**Run 1: cells colored by class**

Fill, decap, tap and diode cells in gray.
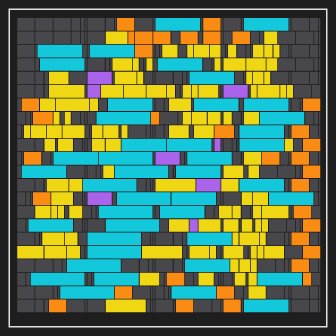
**Run 1: placement view**

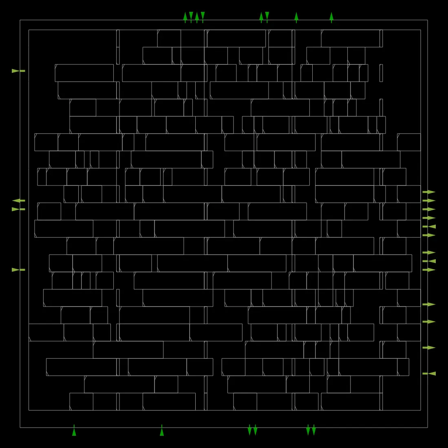
**Run 1: I/O nets highlighted**

Bar = 20 um.
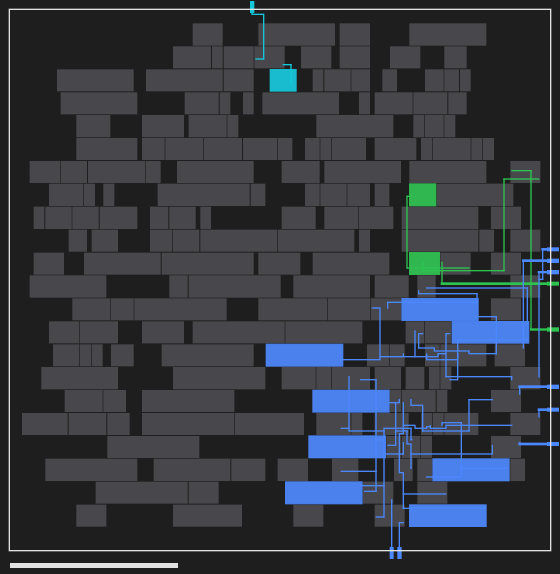
### src/rtl/task_call_pkg.sv
// rtl/task_call_pkg.sv - shared types and result shaping for the task-call initiator
//   task_id_e    : TASK1..TASK4 call identifiers (2 bits)
//   call_state_e : initiator FSM states
//   call_cmd_t   : queued call descriptor {id, arg}
//   call_res_t   : delivered result {id, data, err}
package task_call_pkg;

  typedef enum logic [1:0] {
    TASK1 = 2'd0,
    TASK2 = 2'd1,
    TASK3 = 2'd2,
    TASK4 = 2'd3
  } task_id_e;

  typedef enum logic [1:0] {
    IDLE = 2'd0,
    REQ  = 2'd1,
    WAIT = 2'd2,
    DONE = 2'd3
  } call_state_e;

  typedef struct packed {
    task_id_e id;
    logic     arg;
  } call_cmd_t;

  typedef struct packed {
    task_id_e   id;
    logic [1:0] data;
    logic       err;
  } call_res_t;

  // task1/task2 have no output; task3 returns one bit; task4 returns both bits.
  function automatic logic [1:0] shape_result(task_id_e id, logic [1:0] rsp);
    case (id)
      TASK3:   return {1'b0, rsp[0]};
      TASK4:   return rsp;
      default: return 2'b00;
    endcase
  endfunction

endpackage

### src/rtl/task_call_fifo.sv
// rtl/task_call_fifo.sv - synchronous command FIFO of call descriptors
//   clk, rst_n : clock, asynchronous active-low reset (flushes contents)
//   push       : write push_data (ignored when full)
//   pop        : drop the head entry (ignored when empty)
//   head       : current head entry
//   full/empty : occupancy flags decoded from the registered count
module task_call_fifo
  import task_call_pkg::*;
#(
  parameter int DEPTH = 4
) (
  input  logic      clk,
  input  logic      rst_n,
  input  logic      push,
  input  call_cmd_t push_data,
  input  logic      pop,
  output call_cmd_t head,
  output logic      full,
  output logic      empty
);

  localparam int AW = (DEPTH > 1) ? $clog2(DEPTH) : 1;

  call_cmd_t     mem [DEPTH];
  logic [AW-1:0] wr_ptr;
  logic [AW-1:0] rd_ptr;
  logic [AW:0]   count;
  logic          do_push;
  logic          do_pop;

  assign do_push = push && !full;
  assign do_pop  = pop && !empty;
  assign full    = (count == (AW+1)'(DEPTH));
  assign empty   = (count == '0);
  assign head    = mem[rd_ptr];

  always_ff @(posedge clk) begin
    if (do_push) begin
      mem[wr_ptr] <= push_data;
    end
  end

  // DEPTH is a power of two, so the pointers wrap naturally.
  always_ff @(posedge clk or negedge rst_n) begin
    if (!rst_n) begin
      wr_ptr <= '0;
      rd_ptr <= '0;
      count  <= '0;
    end else begin
      if (do_push) begin
        wr_ptr <= wr_ptr + AW'(1);
      end
      if (do_pop) begin
        rd_ptr <= rd_ptr + AW'(1);
      end
      if (do_push && !do_pop) begin
        count <= count + (AW+1)'(1);
      end else if (!do_push && do_pop) begin
        count <= count - (AW+1)'(1);
      end
    end
  end

endmodule

### src/rtl/task_call_initiator.sv
// rtl/task_call_initiator.sv - queues task calls, issues them to a responder, returns shaped results
//   clk, rst_n                     : clock, asynchronous active-low reset
//   cmd_valid/cmd_ready/cmd_id/arg : command input into the FIFO
//   req_valid/req_ready/req_id/arg : call request to the responder
//   rsp_valid/rsp_data             : responder completion pulse and output
//   res_valid/res_ready/res_*      : result stream (res_err marks a timeout)
//   busy                           : call in progress or commands queued
//   err_cnt                        : saturating timeout count
module task_call_initiator
  import task_call_pkg::*;
#(
  parameter int DEPTH   = 4,
  parameter int TIMEOUT = 16
) (
  input  logic       clk,
  input  logic       rst_n,
  input  logic       cmd_valid,
  output logic       cmd_ready,
  input  logic [1:0] cmd_id,
  input  logic       cmd_arg,
  output logic       req_valid,
  input  logic       req_ready,
  output logic [1:0] req_id,
  output logic       req_arg,
  input  logic       rsp_valid,
  input  logic [1:0] rsp_data,
  output logic       res_valid,
  input  logic       res_ready,
  output logic [1:0] res_id,
  output logic [1:0] res_data,
  output logic       res_err,
  output logic       busy,
  output logic [7:0] err_cnt
);

  localparam int CW = $clog2(TIMEOUT + 1);
  localparam logic [CW-1:0] TMO_LAST = CW'(TIMEOUT - 1);

  call_state_e   state_q;
  call_state_e   state_d;
  call_cmd_t     push_cmd;
  call_cmd_t     fifo_head;
  call_cmd_t     cur_q;
  call_res_t     res_q;
  call_res_t     res_next;
  logic          fifo_full;
  logic          fifo_empty;
  logic          fifo_pop;
  logic          res_load;
  logic          err_inc;
  logic [CW-1:0] tmo_cnt;
  logic [7:0]    err_cnt_q;

  // cmd_ready comes from the registered occupancy only, so a pop while
  // full frees the slot for the following cycle, not the current one.
  assign cmd_ready = !fifo_full;
  assign push_cmd  = '{id: task_id_e'(cmd_id), arg: cmd_arg};

  task_call_fifo #(.DEPTH(DEPTH)) u_fifo (
    .clk       (clk),
    .rst_n     (rst_n),
    .push      (cmd_valid && cmd_ready),
    .push_data (push_cmd),
    .pop       (fifo_pop),
    .head      (fifo_head),
    .full      (fifo_full),
    .empty     (fifo_empty)
  );

  always_comb begin
    state_d  = state_q;
    fifo_pop = 1'b0;
    res_load = 1'b0;
    res_next = res_q;
    err_inc  = 1'b0;
    case (state_q)
      IDLE: begin
        if (!fifo_empty) begin
          fifo_pop = 1'b1;
          state_d  = REQ;
        end
      end
      REQ: begin
        if (req_ready) begin
          state_d = WAIT;
        end
      end
      WAIT: begin
        // A response in the timeout cycle still wins.
        if (rsp_valid) begin
          res_load = 1'b1;
          res_next = '{id: cur_q.id, data: shape_result(cur_q.id, rsp_data), err: 1'b0};
          state_d  = DONE;
        end else if (tmo_cnt == TMO_LAST) begin
          res_load = 1'b1;
          res_next = '{id: cur_q.id, data: 2'b00, err: 1'b1};
          err_inc  = 1'b1;
          state_d  = DONE;
        end
      end
      DONE: begin
        if (res_ready) begin
          state_d = IDLE;
        end
      end
      default: state_d = IDLE;
    endcase
  end

  always_ff @(posedge clk or negedge rst_n) begin
    if (!rst_n) begin
      state_q   <= IDLE;
      cur_q     <= '0;
      res_q     <= '0;
      tmo_cnt   <= '0;
      err_cnt_q <= '0;
    end else begin
      state_q <= state_d;
      if (fifo_pop) begin
        cur_q <= fifo_head;
      end
      // Held at zero through REQ so WAIT starts counting from the handshake.
      if (state_q == REQ) begin
        tmo_cnt <= '0;
      end else if (state_q == WAIT) begin
        tmo_cnt <= tmo_cnt + CW'(1);
      end
      if (res_load) begin
        res_q <= res_next;
      end
      if (err_inc && (err_cnt_q != 8'hFF)) begin
        err_cnt_q <= err_cnt_q + 8'd1;
      end
    end
  end

  assign req_valid = (state_q == REQ);
  assign req_id    = cur_q.id;
  assign req_arg   = cur_q.arg;
  assign res_valid = (state_q == DONE);
  assign res_id    = res_q.id;
  assign res_data  = res_q.data;
  assign res_err   = res_q.err;
  assign busy      = (state_q != IDLE) || !fifo_empty;
  assign err_cnt   = err_cnt_q;

endmodule

### config.mk
export PLATFORM = sky130hd
export DESIGN_NAME = task_call_initiator
export DESIGN_NICKNAME = d
export VERILOG_FILES = /design/src/rtl/task_call_pkg.sv /design/src/rtl/task_call_fifo.sv /design/src/rtl/task_call_initiator.sv
export SDC_FILE = /design/constraint.sdc
export NUM_CORES = 1
export LEC_CHECK = 0
export CAP_MARGIN = 5
export CORE_UTILIZATION = 53
export CTS_CLUSTER_DIAMETER = 200
export DETAILED_ROUTE_END_ITERATION = 12
export GPL_TIMING_DRIVEN = 0
export PLACE_DENSITY_LB_ADDON = 0.2
export SYNTH_ARGS = -nofsm -noshare
export SYNTH_HDL_FRONTEND = slang
export SYNTH_HIERARCHICAL = 1
export SYNTH_SLANG_ARGS = --single-unit
### constraint.sdc
create_clock -name clk -period 2.7 [get_ports clk]
set_input_delay 0.54 -clock clk [delete_from_list [all_inputs] [get_ports clk]]
set_output_delay 0.54 -clock clk [all_outputs]
set_load 0.02 [all_outputs]
==> run summary, run 1 <==
run metrics: Reg clk slew, reported paths 0.08 ns, Seq share, synth 0.543, Layout clock buffers 5, Slowest-stage cell, CP dfrtp_1, Pint 1.68 mW, sequential power 1.04 mW, Setup WS post-layout 0.301 ns, initial antenna violation count 0, Top cells excl fill/tap 30 x dfrtp_1, 29 x clkdlybuf4s50_1, 13 x ha_1, Via Count 1276, clock root cell clkbuf_8, Main power group combinational logic, fmax 417 MHz, vias in the first global route 1308, Worst-Margin Slew 0.677 ns, Placeable Area 3690 sq um, Main area contributors dfrtp_1 37%, edfxtp_1 18%, ha_1 8.0%, Fin Hold WS 0.276 ns, Clock Tree Buf Depth 2, Post-DRT Antenna Nets 0, clk pwr 0.383 mW, Rel. slew slack 0.548, Area Growth Syn to Fin 21.5%, Multiplexer share 0.113, H-Tree Depth 2, Basic Gates by Area 0.119, post-layout min period 2.40 ns, Reg-to-Reg Start state_q[0], Mapped Area 2040 sq um, max cap viols 0, Routed wire per std cell 14.4 um, Reg2Reg Depth 8, status completed, Biggest register u_fifo/mem
## Picture notes: 'cells colored by class'
orange -> other buffers and delay cells  # cells 34
purple -> clock drivers and dummy loads  # cells 8
yellow -> all other logic  # cells 109
cyan -> flip-flops  # cells 42
Design Area, Final: 2480 sq um
FP Rows: 22

## Picture notes: 'placement view'
final core occ: 0.674
fill count: 279

## Picture notes: 'I/O nets highlighted'
cyan -> res_ready  # bits 1, direction input, end cells 1, buffers 1, wire 11.2 um
blue -> err_cnt  # bits 8, direction output, end cells 8, buffers 8, wire 320 um
green -> rsp_data  # bits 2, direction input, end cells 2, buffers 2, wire 80.5 um
buffers added on ports: 30
# IOs: 31

==> run 1 -> run 2 <==
Settings changed: CORE_ASPECT_RATIO set to 0.75.
**Run 2: cell sizes after repair**

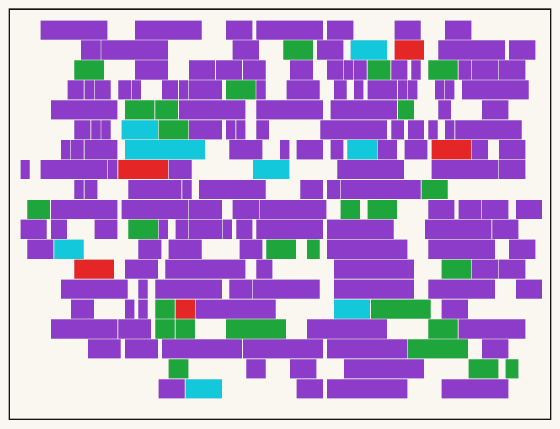
red -> drive 3 to 4  # cells 5
cyan -> drive 6 and up  # cells 8
green -> drive 2  # cells 27
purple -> drive 1 or less  # cells 153
Area Growth Syn to Fin: 23.0%
Non-Clock Buffer Count: 34
Setup WS post-layout: 0.284 ns

**Run 2: placement view**

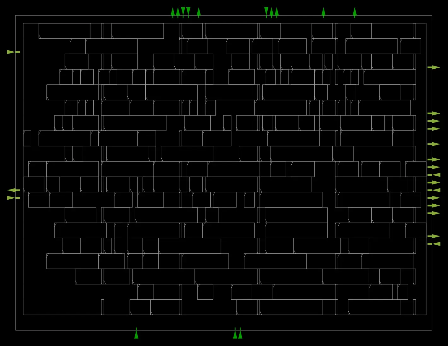
final core occ: 0.683
FP Rows: 19

**Run 2: cells colored by class**

Fill, decap, tap and diode cells in gray.
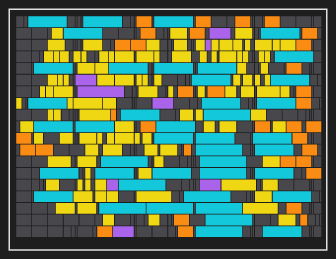
yellow -> all other logic  # cells 109
cyan -> flip-flops  # cells 42
purple -> clock drivers and dummy loads  # cells 8
orange -> other buffers and delay cells  # cells 34
Seq/total area: 0.442
Design Area, Final: 2510 sq um
Placeable Area: 3680 sq um

==> run 2 against run 1 <==
  * First-iteration DRC count up 6.0%
  * Wire length grew 1.2%
  * Critical path type is now flop to primary output
  * Via count rose by 3.0%
  * Largest power group unchanged
  * Combinational power hardly changed
  * Critical endpoint is now busy
  * Critical path depth fell by 5
==> run summary, run 2 <==
run metrics: reg-to-reg endpoint u_fifo/count[1], # IOs 31, clk pwr 0.490 mW, Via Count 1314, drt pass-1 iters 6, dpl ws 0.172 ns, Biggest register u_fifo/mem, worst-skew pair later-pin latency 0.30 ns, fmax 414 MHz, Reg-to-Reg Start state_q[0], Tapcell Cnt 52, Rel. slew slack 0.559, vias in the first global route 1351, buffers added on ports 30, Basic Gates by Area 0.119, Routed wire per std cell 14.4 um, Post-DRT Antenna Nets 0, fill count 267, status completed, Multiplexer share 0.113, Reg clk slew, reported paths 0.08 ns, Seq share, synth 0.543, clock root cell clkbuf_8, Main area contributors dfrtp_1 37%, edfxtp_1 18%, ha_1 8.0%, Mapped Area 2040 sq um, Main power group combinational logic, CP required 2.16 ns, Clock Tree Buf Depth 2, initial antenna violation count 0, H-Tree Depth 2, Fin Hold WS 0.267 ns, max cap viols 0, Critical Path AT 1.88 ns, met3 Track Usage GR 0.0616, post-layout min period 2.42 ns, Pint 1.78 mW, crit-path cells nor3_1 -> nand2_1 -> clkdlybuf4s50_1, Top cells excl fill/tap 30 x dfrtp_1, 29 x clkdlybuf4s50_1, 13 x ha_1, Layout clock buffers 6, Worst-Margin Slew 0.661 ns, highest layer used for signal routing met4, fp util 0.555, Reg2Reg Depth 8, max-slew violations 0, most common cell after layout, fill and taps aside dfrtp_1, sequential power 1.04 mW, Die ar. 4110 sq um, Slowest-stage cell, CP clkdlybuf4s50_1, P per Cell Area 1090 nW/um^2
No activity file was given, so power comes from the tool's default toggle rates.
